$ cat src/rtl/multdiv_stall_unit.sv
// multdiv_stall_unit
//   Iterative signed multiply/divide engine for the execute stage. It also
//   produces the stall that freezes PC/FD/DX while an operation computes.
//   A mul/div sitting in DX starts the engine. The engine runs one
//   shift-add or restoring-divide step per cycle, then presents the result
//   and error flag for one cycle so XM can capture them.
//
// Ports
//   clock           system clock, all state on the rising edge
//   reset           synchronous, active-high
//   DX_Latch_Instr  instruction currently in DX
//   ALU_A_operand   post-bypass operand A (rs)
//   ALU_B_operand   post-bypass operand B (rt)
//   stall_pipeline  hold PC/FD/DX, insert nop into XM
//   result          product / quotient, or rstatus code on exception
//   result_valid    result is valid this cycle
//   exception       error flag for the XM error-flag latch
//   busy            engine is iterating
//
// state | meaning
// ------+-------------------------------------------------------------
// IDLE  | waiting for a mul/div in DX; stall follows the decode directly
// BUSY  | one arithmetic step per cycle, pipeline stalled
// DONE  | result/exception registered and valid for exactly one cycle

module multdiv_stall_unit #(
  parameter int          ITERATIONS  = 32,
  parameter logic [31:0] MUL_RSTATUS = 32'd4,
  parameter logic [31:0] DIV_RSTATUS = 32'd5
) (
  input  logic        clock,
  input  logic        reset,
  input  logic [31:0] DX_Latch_Instr,
  input  logic [31:0] ALU_A_operand,
  input  logic [31:0] ALU_B_operand,
  output logic        stall_pipeline,
  output logic [31:0] result,
  output logic        result_valid,
  output logic        exception,
  output logic        busy
);

  typedef enum logic [1:0] {S_IDLE, S_BUSY, S_DONE} state_t;

  localparam int            CW   = $clog2(ITERATIONS);
  localparam logic [CW-1:0] LAST = CW'(ITERATIONS - 1);

  state_t        state, state_next;
  logic [CW-1:0] count;
  logic [63:0]   acc;        // mul: {partial product, multiplier}; div: {remainder, quotient}
  logic [31:0]   operand;    // mul: |A| multiplicand; div: |B| divisor
  logic          sign_result;
  logic          op_is_div;

  logic [4:0]  opcode, alu_op;
  logic        is_mul, is_div, start_cond, div_by_zero;
  logic [31:0] abs_a, abs_b;

  logic [32:0] mul_sum;
  logic [32:0] div_shift, div_sub;
  logic        div_fits;
  logic [63:0] acc_next, prod_signed;
  logic [31:0] quot_signed;
  logic        mul_ovf;
  logic        unused_bits;

  assign opcode      = DX_Latch_Instr[31:27];
  assign alu_op      = DX_Latch_Instr[6:2];
  assign is_mul      = (opcode == 5'd0) && (alu_op == 5'd6);
  assign is_div      = (opcode == 5'd0) && (alu_op == 5'd7);
  assign start_cond  = (is_mul || is_div) && (state == S_IDLE);
  assign div_by_zero = is_div && (ALU_B_operand == 32'd0);

  // 0x80000000 negates to itself, which reads correctly as unsigned 2^31.
  assign abs_a = ALU_A_operand[31] ? -ALU_A_operand : ALU_A_operand;
  assign abs_b = ALU_B_operand[31] ? -ALU_B_operand : ALU_B_operand;

  // One step of each algorithm. Only the one selected by op_is_div is used.
  always_comb begin
    mul_sum   = {1'b0, acc[63:32]} + (acc[0] ? {1'b0, operand} : 33'd0);
    div_shift = {acc[63:32], acc[31]};
    div_sub   = div_shift - {1'b0, operand};
    div_fits  = (div_shift >= {1'b0, operand});
    if (op_is_div)
      acc_next = div_fits ? {div_sub[31:0], acc[30:0], 1'b1}
                          : {div_shift[31:0], acc[30:0], 1'b0};
    else
      acc_next = {mul_sum, acc[31:1]};
    prod_signed = sign_result ? -acc_next : acc_next;
    quot_signed = sign_result ? -acc_next[31:0] : acc_next[31:0];
    mul_ovf     = (prod_signed[63:32] != {32{prod_signed[31]}});
  end

  // Bit 32 of the subtraction is never needed: div_fits already gives the borrow.
  assign unused_bits = ^{DX_Latch_Instr[26:7], DX_Latch_Instr[1:0], div_sub[32]};

  always_ff @(posedge clock) begin
    if (reset) state <= S_IDLE;
    else       state <= state_next;
  end

  always_comb begin
    state_next     = state;
    stall_pipeline = 1'b0;
    busy           = 1'b0;
    result_valid   = 1'b0;
    case (state)
      S_IDLE: begin
        stall_pipeline = start_cond;
        if (start_cond) state_next = div_by_zero ? S_DONE : S_BUSY;
      end
      S_BUSY: begin
        stall_pipeline = 1'b1;
        busy           = 1'b1;
        if (count == LAST) state_next = S_DONE;
      end
      S_DONE: begin
        // DX still holds the completing instruction here, so no start decode.
        result_valid = 1'b1;
        state_next   = S_IDLE;
      end
      default: state_next = S_IDLE;
    endcase
  end

  always_ff @(posedge clock) begin
    if (reset) begin
      count       <= '0;
      acc         <= '0;
      operand     <= '0;
      sign_result <= 1'b0;
      op_is_div   <= 1'b0;
      result      <= '0;
      exception   <= 1'b0;
    end else begin
      case (state)
        S_IDLE: begin
          if (start_cond) begin
            count       <= '0;
            sign_result <= ALU_A_operand[31] ^ ALU_B_operand[31];
            op_is_div   <= is_div;
            operand     <= is_div ? abs_b : abs_a;
            acc         <= {32'd0, is_div ? abs_a : abs_b};
            if (div_by_zero) begin
              result    <= DIV_RSTATUS;
              exception <= 1'b1;
            end
          end
        end
        S_BUSY: begin
          acc   <= acc_next;
          count <= count + 1'b1;
          if (count == LAST) begin
            if (op_is_div) begin
              result    <= quot_signed;
              exception <= 1'b0;
            end else begin
              result    <= mul_ovf ? MUL_RSTATUS : prod_signed[31:0];
              exception <= mul_ovf;
            end
          end
        end
        default: count <= '0;
      endcase
    end
  end

endmodule

$ cat config.mk
export PLATFORM = sky130hd
export DESIGN_NAME = multdiv_stall_unit
export DESIGN_NICKNAME = d
export VERILOG_FILES = /design/src/rtl/multdiv_stall_unit.sv
export SDC_FILE = /design/constraint.sdc
export NUM_CORES = 1
export LEC_CHECK = 0
export ABC_AREA = 1
export CORE_MARGIN = 2
export CORE_UTILIZATION = 35
export CTS_CLUSTER_DIAMETER = 30
export CTS_CLUSTER_SIZE = 24
export DETAILED_ROUTE_END_ITERATION = 12
export SLEW_MARGIN = 25
export SYNTH_ARGS = -nofsm -noshare
export SYNTH_HDL_FRONTEND = slang
export SYNTH_SLANG_ARGS = --single-unit
$ cat constraint.sdc
create_clock -name clock -period 8.5 [get_ports clock]
set_clock_uncertainty 0.1 [all_clocks]
set_input_delay 2.55 -clock clock [delete_from_list [all_inputs] [get_ports clock]]
set_output_delay 2.55 -clock clock [all_outputs]
set_load 0.1 [all_outputs]
**Run 1: signal wires on met1**

(2 px per um) Supply wires on this layer in gray. Cells faint in the background.
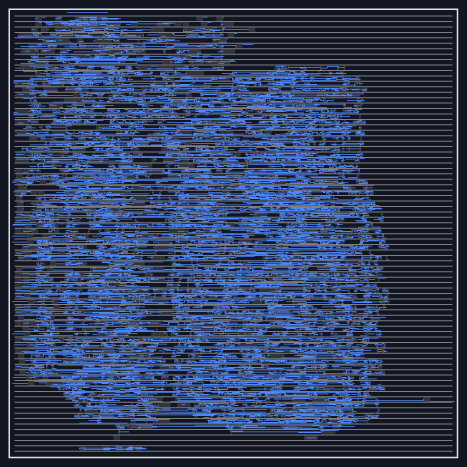
3097 nets have wire on it. The layer carries 28.6 mm of wire.
via total after detailed routing: 19193
routing usage on met1: 0.332
Routed Wire Length: 64300 um

**Run 1: the metal 2 layer**

(2 px per um)
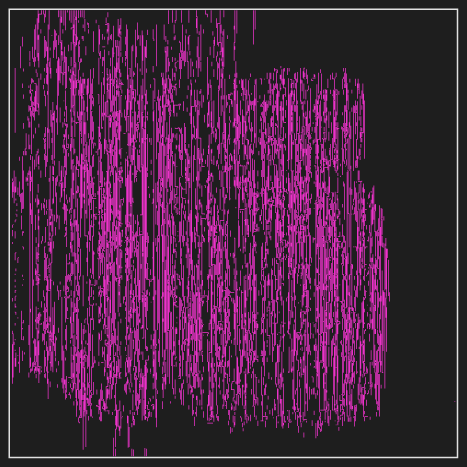
The longest straight run is 110 um. 2427 nets have wire on it. The layer holds 44% of the routed length.
global-route track usage on met2: 0.416

==> flow_summary.yaml, run 1 <==
# synthesis and place-and-route metrics
timing:
  worst-slew-pin-transition_ps: 1070
  finalCriticalPeriod_ps: 7580
  grt_setup_unrepaired: "no"
  final-setup-viol-count: 0
  final_min_period_over_clock_period: 0.892
  finalHoldWorstSlack_ps: 366
  timing.fmax_mhz: 132
  maxSlewViolCount: 0
  max_slew_margin: 0.289
  setup_tns_ps: 0
  endpoints_failing_hold: 0
  postLayoutSetupSlackWorst_ps: 920
critical_path:
  worst-setup-path-type: "in2out"
  r2r_cells: 36
  setup.reg_to_reg.worst_slack_ps: 2430
  critical_path_arrival_ps: 4930
  worst-path-max-fanout: 23
  worst_setup_path_start_kind: "input port"
  crit_required_ps: 5850
  setup.worst_path.end_class: "output pin"
  worst_flop_to_flop_path_endpoint: "result[2]"
  r2r-start: "acc[39]"
detailed_routing:
  drtAntennaViolNets: 0
  wl_per_cell_um: 17.1
  drc: 0
  route.detailed.vias_per_inst: 5.11
  firstDrtPassIters: 6
yosys:
  syn_inst: 3077
  mappedNetlistNets: 3246
  ys.flops: 138
  synth.distinct_cells: 54
  netlist.top_cell.by_area: "nand2_1"
  post-synth-top-area-fraction: 0.234
  seq_area_frac_synth: 0.164
  ys_cells: 3077
  post_synth_instance_area_mm2: 0.0168
  synth.yosys.chip_area_mm2: 0.0168
  post_synth.cell_area_avg_um2: 5.47
  yosysWarnings: 0
  synth.top_cells.by_area: "nand2_1 23%, dfxtp_1 16%, inv_1 11%"
hold_path:
  hold-path-cell-count: 2
  worstHoldStart: "result[30]"
  worstHoldEndpoint: "result[30]"
clock_network:
  cts-resized-gates: 0
  tritoncts_num_sinks: 138
  cts-buffers-inserted: 17
  cts.clk_slew.worst_paths_ps: 60
  cts_max_level: 4
  cts_setup_buffers: 0
  cts_tree: "done"
  maximum_buffer_depth_of_the_clock_tree: 2
  hold_buffers: 0
  clk-insertion-delay-late_ps: 460
finish:
  antenna_diode_count: 0
  fillers: 5375
  area.growth.synth_to_final_pct: 12.8
  layout.core_utilization: 0.399
  final_layout_size_suffix_gt1_frac: 0.0561
  final-instance-count-excl-fill: 3753
  final_design_area_no_fill_mm2: 0.0190
placed_design:
  placed_cell_area_mm2: 0.0184
  gp_congestion: 1.00
  dpl.hpwl_um: 52000
  buffer_ports.inserted: 111
  numPlacedInstances: 3721
  pre_cts_ws_ps: 959
power_and_ir_drop:
  power_report.internal_total_mw: 1.11
  areal_power_density_over_the_cells_mw_per_mm2: 84.0
  power.share.sequential: 0.405
  share_clk_of_total_power: 0.484
  power.share.switching: 0.304
  total_power_draw_mw: 1.60
  comb_pwr_share: 0.111
  irDropWorstVdd_mv: 0.0937
  power.static_leakage_nw: 10.1
  netSwitchingPower_uw: 486
floorplanning:
  ioPinCount: 134
  die-height_um: 223
  core_region_area_mm2: 0.0476
  floorplan.rows: 80
  die_area_mm2: 0.0499
  initCoreUtil: 0.353
global_routing:
  grt_util_all_layers: 0.256
  number_of_antenna_violations_at_the_first_check_in_global_routing: 0
  globalRoute.totalOverflow: 0
flow_run:
  max-cap-violations: 0
  openroad.warnings: 50
status:
  outcome: "completed"
**Run 1: the metal 3 layer**

(2 px per um) Cells faint in the background.
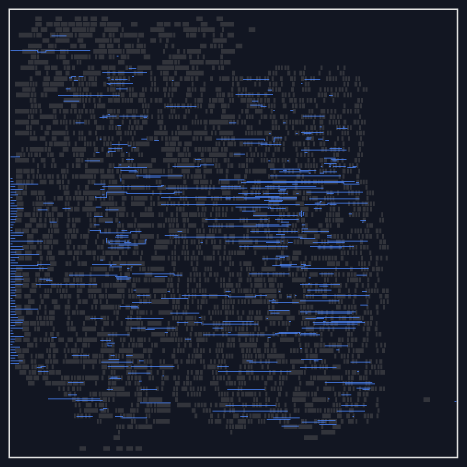
The layer holds 5.5% of the routed length. The wires run mostly horizontal. The layer carries 3540 um of wire. The longest straight run is 69.0 um. 294 nets have wire on it.
global routing met3 resource utilization: 0.0321

**Run 1: M4 wires**

(1.5 px per um) Supply wires on this layer in gray. Cells faint in the background.
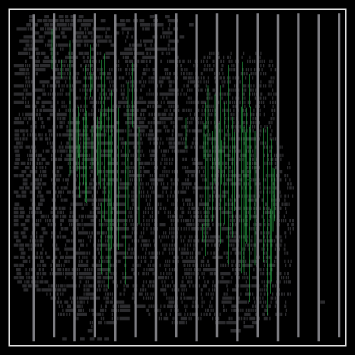
50 nets have wire on it. The layer holds 5.6% of the routed length. The layer carries 3580 um of wire. The longest straight run is 133 um.

==> run 1: layout by cell type, fill, tap and decap left out, types with 13 or more instances in the layout <==
cell type and count:
a21oi_1 145, a21oi_2 16, buf_4 24, clkbuf_16 17, clkdlybuf4s50_1 109, dfxtp_1 136
ha_1 69, inv_1 482, inv_2 16, nand2_1 1051, nand2_2 13, nand3_1 233
nand3_2 32, nand3b_1 13, nand4_1 49, nor2_1 294, nor3_1 42, o21ai_0 95
o21ai_1 18, o221ai_1 18, o22ai_1 15, o31ai_1 13, xnor2_1 31, xor2_1 74
==> run 1: sequential cells by signal, indices dropped and copies added (netlist names) <==
| name | cells |
|---|---|
| acc | 64 |
| operand | 32 |
| result | 32 |
| count | 5 |
| state | 2 |
| exception | 1 |
| op_is_div | 1 |
| sign_result | 1 |
==> run 1: cells in the mapped netlist, drive strengths merged <==
cell / n
o211ai: 3
and3: 2
xnor2: 31
a41oi: 3
clkinv: 3
and2: 6
nand3: 265
a221oi: 6
or4: 1
o221ai: 18
a21o: 4
buf: 50
o21bai: 3
or2: 12
nor2: 314
o22ai: 15
inv: 500
nor3: 43
nand4: 49
ha: 69
xor2: 75
o21a: 2
fa: 2
nand3b: 13
o21ai: 115
nand2: 1067
o31ai: 13
o2111ai: 3
a22oi: 8
clkbuf: 55
dfxtp: 138
o41ai: 2
nor3b: 3
nor4: 11
a21oi: 161
a221o: 1
a31oi: 11
==> run 1: power by group through the flow <==
stage               combinational [mW]  sequential [mW]  clock (mW)
floorplan                       0.0970            0.662           0
global placement                 0.175            0.662           0
detailed placement               0.174            0.662           0
CTS                              0.175            0.647       0.779
global route                     0.193            0.646       0.802
finish                           0.177            0.647       0.772
==> run 1: layer usage <==
layer,GRT usage,vias to the layer above,share of wire
met2,0.416,692,0.44
met5,0,-,0
met3,0.0321,123,0.055
met4,0.132,0,0.056
met1,0.332,8550,0.45
li1,-,9828,-
==> run 1: how the worst max path moves through the flow <==
stage,slack (ps),cells after the start,to,startpoint
floorplan,970,7,stall_pipeline,DX_Latch_Instr[28]
global placement,930,9,stall_pipeline,DX_Latch_Instr[28]
detailed placement,960,9,stall_pipeline,DX_Latch_Instr[28]
CTS,950,9,stall_pipeline,DX_Latch_Instr[28]
global route,740,9,stall_pipeline,DX_Latch_Instr[28]
finish,920,9,stall_pipeline,DX_Latch_Instr[28]
==> run 1: cell families after synthesis <==
logic type / count (synthesis) / share of synthesized area
adders and majority gates: 71 / 0.0536
xor gates and xnor gates: 106 / 0.0562
AOI/OAI and AO/OA: 368 / 0.127
DFF: 138 / 0.164
and+or+nand+nor: 1786 / 0.455
buffers and inverters: 608 / 0.143
==> run 1: final cells by class <==
class | count | area (um2) | share of cell area
multi-input combinational | 2331 | 11700 | 0.615
sequential | 138 | 2770 | 0.146
inverter | 503 | 1890 | 0.0994
timing repair buffer | 134 | 1290 | 0.0680
tap | 615 | 769 | 0.0405
clock buffer | 17 | 425 | 0.0224
clock inverter | 15 | 174 | 0.00915
==> run 1: critical path, stage by stage <==
cell	delay, ps
clkdlybuf4s50_1	400
or4_1	550
nor2_1	140
nand2_1	60
nor2_1	90
buf_4	180
inv_1	410
nand2_1	330
buf_12	210
**Run 1: routing congestion map**

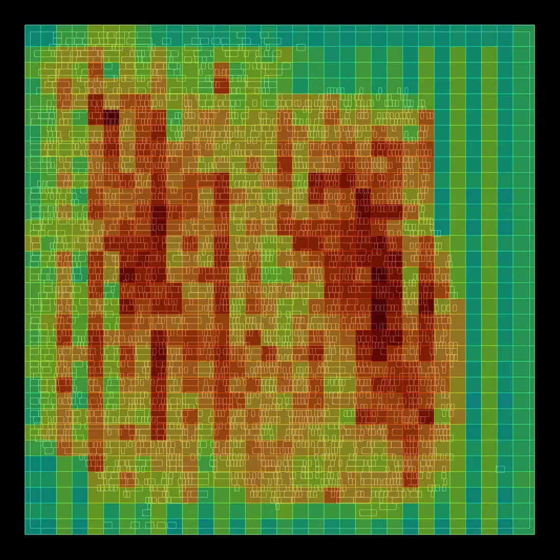

==> run 1 -> run 2 <==
- CAP_MARGIN: default -> 20
- PLACE_DENSITY_LB_ADDON: default -> 0.1
**Run 2: routing congestion map**

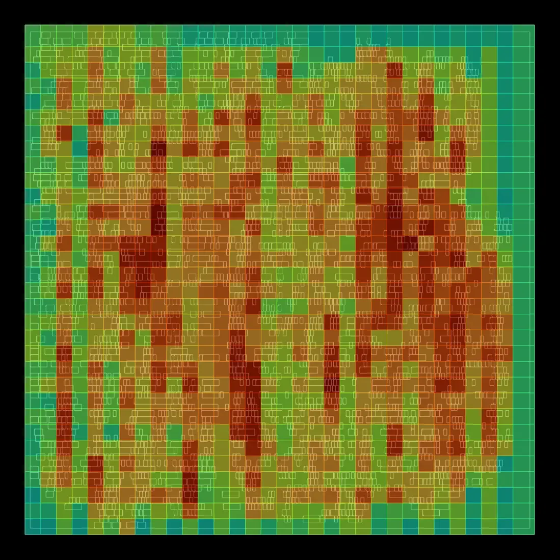
global routing's busiest layer: met2
routing usage on met1: 0.366

==> run 2 against run 1 <==
Via count up 1.7%. Worst hold slack about the same. Sequential cell count unchanged. Largest power group unchanged. Synthesized area unchanged. Maximum frequency up 2.5%. Clock power up 2.8%. Die size unchanged. Critical endpoint unchanged. Final cell count about the same. Count of clock-buffer cells in the layout up 2. Synthesized cell count unchanged. Critical path depth down 1.
==> flow_summary.yaml, run 2 <==
# synthesis and place-and-route metrics
detailed_routing:
  route.detailed.vias_per_inst: 5.20
  wl_per_cell_um: 19.0
  routed.top_layer: "met4"
  drc: 0
  met2_wirelength_um: 32400
  drtIter0Drc: 1755
  postRouteWirelength_um: 71300
  firstDrtPassIters: 5
  drtAntennaViolNets: 0
  dr_total_vias: 19518
  post_route_m1_wl_um: 31900
  met3_wirelength_um: 3590
clock_network:
  cts-buffers-inserted: 17
  cts.clk_slew.worst_paths_ps: 60
  maximum_buffer_depth_of_the_clock_tree: 2
  cts-resized-gates: 0
  hold_buffers: 0
  tritoncts_num_sinks: 138
  clock-root-buffer: "clkbuf_16"
  cts_max_level: 4
  cts_tree: "done"
  cts_setup_buffers: 0
  clk-insertion-delay-late_ps: 470
finish:
  largest_register_ff_count: 64
  max_flop_register: "acc"
  final_design_area_no_fill_mm2: 0.0190
  final_layout_top_logic_cell: "nand2_1"
  final_layout_size_suffix_gt1_frac: 0.0567
  antenna_diode_count: 0
  area.growth.synth_to_final_pct: 12.9
  reg_top3: "acc (64), operand (32), result (32)"
  final_nets: 3297
  final_layout_top_logic_cells: "1051 x nand2_1, 481 x inv_1, 294 x nor2_1"
yosys:
  post_synth_instance_area_mm2: 0.0168
  seq_area_frac_synth: 0.164
  netlist.top_cell.by_area: "nand2_1"
  ys.flops: 138
  mappedNetlistNets: 3246
  synth.yosys.chip_area_mm2: 0.0168
  post_synth.cell_area_avg_um2: 5.47
  synth.cells.most_frequent: "1051 x nand2_1, 484 x inv_1, 298 x nor2_1, 233 x nand3_1, 145 x a21oi_1"
  synth.distinct_cells: 54
  post-synth-top-area-fraction: 0.234
  postSynth.topFlopCell: "dfxtp_1"
  yosysWarnings: 0
  async_flop_share: 0
  syn_inst: 3077
  most_common_cell: "nand2_1"
  edf_count: 0
  synth.top_cells.by_area: "nand2_1 23%, dfxtp_1 16%, inv_1 11%"
  ys_cells: 3077
floorplanning:
  initCoreUtil: 0.353
  die_width_um: 223
  core_region_area_mm2: 0.0476
  floorplan.rows: 80
  die_area_mm2: 0.0499
  die-height_um: 223
  ioPinCount: 134
critical_path:
  r2r_cells: 37
  worst-path-max-fanout: 8
  crit_required_ps: 5850
  worst_flop_to_flop_path_endpoint: "result[2]"
  critical_path_arrival_ps: 4740
  worst_setup_path_start_kind: "input port"
  setup.reg_to_reg.worst_slack_ps: 2130
  setup.worst_path.end_class: "output pin"
  r2r-start: "operand[3]"
  setup.worst_path.start: "DX_Latch_Instr[28]"
  worst-setup-path-type: "in2out"
power_and_ir_drop:
  irDropWorstVdd_mv: 0.145
  power.static_leakage_nw: 10.1
  areal_power_density_over_the_cells_mw_per_mm2: 85.4
hold_path:
  worst_hold_path_type: "reg2reg"
  hold-path-cell-count: 2
  worstHoldEndpoint: "result[1]"
  worstHoldStart: "result[1]"
placed_design:
  dpl.hpwl_um: 58600
  buffer_ports.inserted: 111
  placed_cell_area_mm2: 0.0184
  gp_congestion: 0.934
timing:
  finalCriticalPeriod_ps: 7390
  setup_tns_ps: 0
  endpoints_failing_hold: 0
  final-setup-viol-count: 0
  grt_setup_unrepaired: "no"
  timing.fmax_mhz: 135
  worst-slew-pin-transition_ps: 1090
  final_min_period_over_clock_period: 0.870
  maxSlewViolCount: 0
  max_slew_margin: 0.270
global_routing:
  grt_start_max_net_pins: 103
  number_of_antenna_violations_at_the_first_check_in_global_routing: 0
  grt_util_all_layers: 0.284
  first_global_vias: 18533
  globalRoute.totalOverflow: 0
  wire_length_of_the_first_global_routing_pass_um: 108000
flow_run:
  max-cap-violations: 0
  openroad.warnings: 50
status:
  outcome: "completed"
[run 2: cell counts after synthesis]
No cell type changed its count.
[run 2: report_power, final]
part	switching, mW	leakage [nW]	internal (mW)
clock	0.347	0.287	0.447
combinational	0.116	8.71	0.0666
sequential	0.000483	1.11	0.646
total	0.464	10.1	1.16
[run 2: layer usage]
metal | vias to the layer above | global-route usage
met5 | - | 0
met4 | 0 | 0.132
met3 | 117 | 0.0344
met2 | 632 | 0.474
met1 | 8927 | 0.366
li1 | 9842 | -
[run 2: layout make-up]
class	instances	area, um2
Clock inverter	13	156
Timing Repair Buffer	137	1310
Tap cell	615	769
Fill cell	5376	28600
Multi-Input combinational cell	2331	11700
Clock buffer	19	443
Sequential cell	138	2770
Inverter	503	1890
[run 2: worst max-delay path, stage by stage]
cell and delay (ps):
clkdlybuf4s50_1 390, or4_1 540, nor2_1 150, nand2_1 60, nor2_1 540, inv_1 130, nand2_1 170, buf_12 210
[run 2: worst max path at each step]
stage	endpoint	slack (ps)	cells after the start
after floorplan	stall_pipeline	970	7
after global placement	stall_pipeline	1110	8
after detailed placement	stall_pipeline	1100	8
after CTS	stall_pipeline	1090	8
after global routing	stall_pipeline	930	8
final	stall_pipeline	1110	8
[run 2: cell families (layout without fill, tap and decap cells)]
group / after synthesis / after routing / share of synthesized area
buffers and inverters: 608 / 672 / 0.143
AND/OR/NAND/NOR: 1786 / 1786 / 0.455
XOR/XNOR: 106 / 106 / 0.0562
AND-OR/OR-AND: 368 / 368 / 0.127
adder cells (fa/ha/maj): 71 / 71 / 0.0536
flip-flops: 138 / 138 / 0.164
[run 2: per-stage QoR]
step                setup slack, ps  power (mW)  hold slack [ps]  utilization  cells
floorplan                       969       0.759              344            -   3077
global placement               1110       0.841              354        0.387   3724
detailed placement             1100       0.842              360        0.387   3724
CTS                            1090        1.63              370        0.399   3756
global route                    925        1.67              391        0.399   3756
finish                         1110        1.62              366        0.399   3756
**Run 2: the metal 2 layer**

(2 px per um)
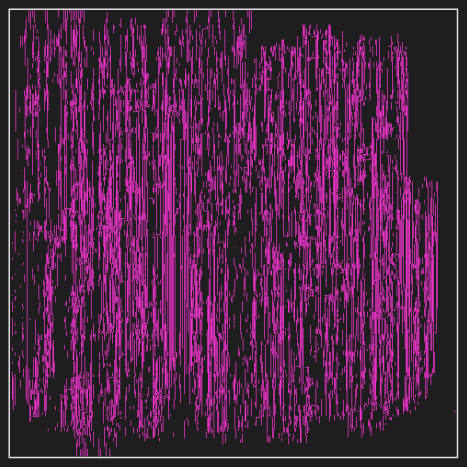

==> run 2 -> run 3 <==
- CORE_UTILIZATION: 35 -> 55
**Run 3: the metal 2 layer**

(3 px per um)
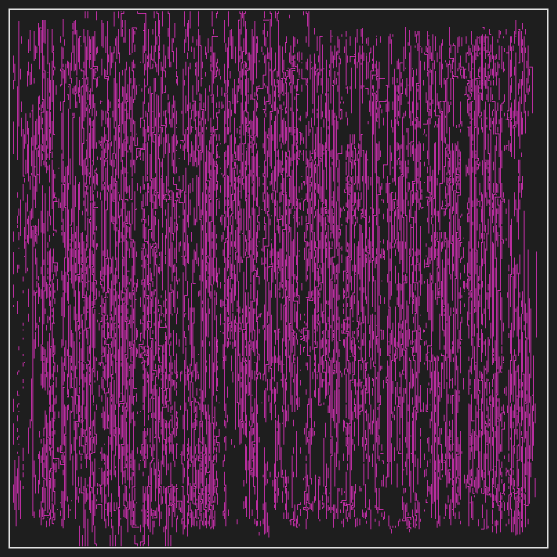
The layer holds 44% of the routed length. The longest straight run is 97.4 um. The wires run mostly vertical. 2608 nets have wire on it. The layer carries 28.8 mm of wire.
global-route track usage on met2: 0.664
Routed Wire Length: 65300 um
via total after detailed routing: 20275

==> run 3 against run 2 <==
Clock power grew 5.3%. Power is 2.6% higher. Final cell count down 6.0%. Global-route usage up 12 points. Critical path depth is the same.
==> flow_summary.yaml, run 3 <==
# synthesis and place-and-route metrics
finish:
  reg_top3: "acc (64), operand (32), result (32)"
  area.growth.synth_to_final_pct: 11.2
  largest_register_ff_count: 64
  final_layout_top_logic_cell: "nand2_1"
  max_flop_register: "acc"
  final-instance-count-excl-fill: 3529
  final_design_area_no_fill_mm2: 0.0187
  final_layout_top_logic_cells: "1051 x nand2_1, 484 x inv_1, 296 x nor2_1"
  final_layout_size_suffix_gt1_frac: 0.0539
  layout.core_utilization: 0.617
  antenna_diode_count: 0
  final_nets: 3289
timing:
  endpoints_failing_hold: 0
  timing.fmax_mhz: 126
  finalCriticalPeriod_ps: 7920
  grt_setup_unrepaired: "no"
  final-setup-viol-count: 0
  finalHoldWorstSlack_ps: 368
  worst-slew-pin-transition_ps: 1020
  final_min_period_over_clock_period: 0.932
  setup_tns_ps: 0
  maxSlewViolCount: 0
  max_slew_margin: 0.318
critical_path:
  slowest_delay_ps: 570
  setup.worst_path.start: "DX_Latch_Instr[28]"
  cp_num_buf_inv: 3
  critical_path_arrival_ps: 5270
  r2r-start: "acc[38]"
  worst-path-max-fanout: 23
  worst-setup-path-type: "in2out"
  worst_flop_to_flop_path_endpoint: "result[2]"
  critPathSlowestCell: "inv_1"
  endpoint: "stall_pipeline"
  worst_setup_path_start_kind: "input port"
  crit_family: "simple AND/OR/NAND/NOR gates"
  r2r_cells: 36
  setup.reg_to_reg.worst_slack_ps: 2070
  worst-path-stages: 8
  crit_required_ps: 5850
  setup.worst_path.end_class: "output pin"
  crit_path_cell_trace: "clkdlybuf4s50_1 -> or4_1 -> nor2_1 -> nand2_1 -> nor2_1 -> inv_1 -> nand2_1 -> buf_12"
clock_network:
  cts-resized-gates: 0
  maximum_buffer_depth_of_the_clock_tree: 2
  cts-buffers-inserted: 17
  clock-root-buffer: "clkbuf_16"
  cts_max_level: 4
  cts_setup_buffers: 0
  cts.clk_slew.worst_paths_ps: 70
  hold_buffers: 0
  cts_tree: "done"
  tritoncts_num_sinks: 138
  clk-insertion-delay-late_ps: 440
flow_run:
  max-cap-violations: 0
  openroad.warnings: 48
detailed_routing:
  drtAntennaViolNets: 0
  drc: 0
  route.detailed.vias_per_inst: 5.75
  wl_per_cell_um: 18.5
  drtIter0Drc: 2315
  firstDrtPassIters: 6
yosys:
  most_common_cell: "nand2_1"
  synth.distinct_cells: 54
  synth.yosys.chip_area_mm2: 0.0168
  syn_inst: 3077
  mappedNetlistNets: 3246
  post-synth-top-area-fraction: 0.234
  ys.flops: 138
  edf_count: 0
  seq_area_frac_synth: 0.164
  async_flop_share: 0
  yosysWarnings: 0
  netlist.top_cell.by_area: "nand2_1"
  post_synth_instance_area_mm2: 0.0168
  post_synth.cell_area_avg_um2: 5.47
  ys_cells: 3077
  synth.cells.most_frequent: "1051 x nand2_1, 484 x inv_1, 298 x nor2_1, 233 x nand3_1, 145 x a21oi_1"
  synth.top_cells.by_area: "nand2_1 23%, dfxtp_1 16%, inv_1 11%"
  postSynth.topFlopCell: "dfxtp_1"
floorplanning:
  die_area_mm2: 0.0320
  ioPinCount: 134
  initCoreUtil: 0.555
  die_width_um: 179
  floorplan.rows: 64
  core_region_area_mm2: 0.0303
  die-height_um: 179
placed_design:
  gp_congestion: 1.02
  placed_cell_area_mm2: 0.0181
  dpl.hpwl_um: 51700
  buffer_ports.inserted: 111
  numPlacedInstances: 3497
power_and_ir_drop:
  areal_power_density_over_the_cells_mw_per_mm2: 89.0
  power.static_leakage_nw: 10.1
  irDropWorstVdd_mv: 0.123
global_routing:
  grt_start_max_net_pins: 82
  grt_util_all_layers: 0.407
  globalRoute.totalOverflow: 0
  wire_length_of_the_first_global_routing_pass_um: 100000
  first_global_vias: 18776
  number_of_antenna_violations_at_the_first_check_in_global_routing: 0
status:
  outcome: "completed"
hold_path:
  worst_hold_path_type: "reg2reg"
-- run 3: metal layers --
layer | track usage | wire length [um] | up-vias
met5 | 0 | 0 | -
li1 | - | - | 9797
met2 | 0.664 | 28800 | 1112
met1 | 0.487 | 25500 | 9091
met4 | 0.279 | 5220 | 0
met3 | 0.0704 | 5730 | 275
-- run 3: tightest hold or removal path, cell delays in order, from the launching register on --
cell and delay, ps:
dfxtp_1 310, nand2_1 60, a21oi_1 50
-- run 3: layout make-up --
type / instances / area, um2
clock buffer: 18 / 450
tap: 396 / 495
fill: 3020 / 11600
sequential: 138 / 2770
multi-input combinational: 2331 / 11700
inverter: 503 / 1890
timing repair buffer: 129 / 1250
clock inverter: 14 / 196
-- run 3: cell families after synthesis --
family          synth area share
buf+inv                    0.143
fa+ha+maj                 0.0536
simple gates               0.455
xor+xnor                  0.0562
flops                      0.164
compound gates             0.127
-- run 3: report_power, final --
group          leakage, nW  internal (mW)  switching, mW
combinational         8.67         0.0664          0.117
sequential            1.11          0.646       0.000544
clock                0.313          0.469          0.366
total                 10.1           1.18          0.484
-- run 3: stage by stage --
stage          power, mW  worst slack (ps)
2_1_floorplan      0.759               969
3_3_place_gp       0.836               697
3_5_place_dp       0.839               684
4_1_cts             1.66               674
5_1_grt             1.70               425
6_report            1.67               576
-- run 3: worst min path at each step --
stage	cells past startpoint	start	slack [ps]	end
2_1_floorplan	2	count[4]	340	count[4]
3_3_place_gp	2	count[4]	350	count[4]
3_5_place_dp	2	result[31]	360	result[31]
4_1_cts	2	result[31]	370	result[31]
5_1_grt	2	result[31]	390	result[31]
6_report	2	result[31]	370	result[31]
Power and IR drop assume default switching activity.
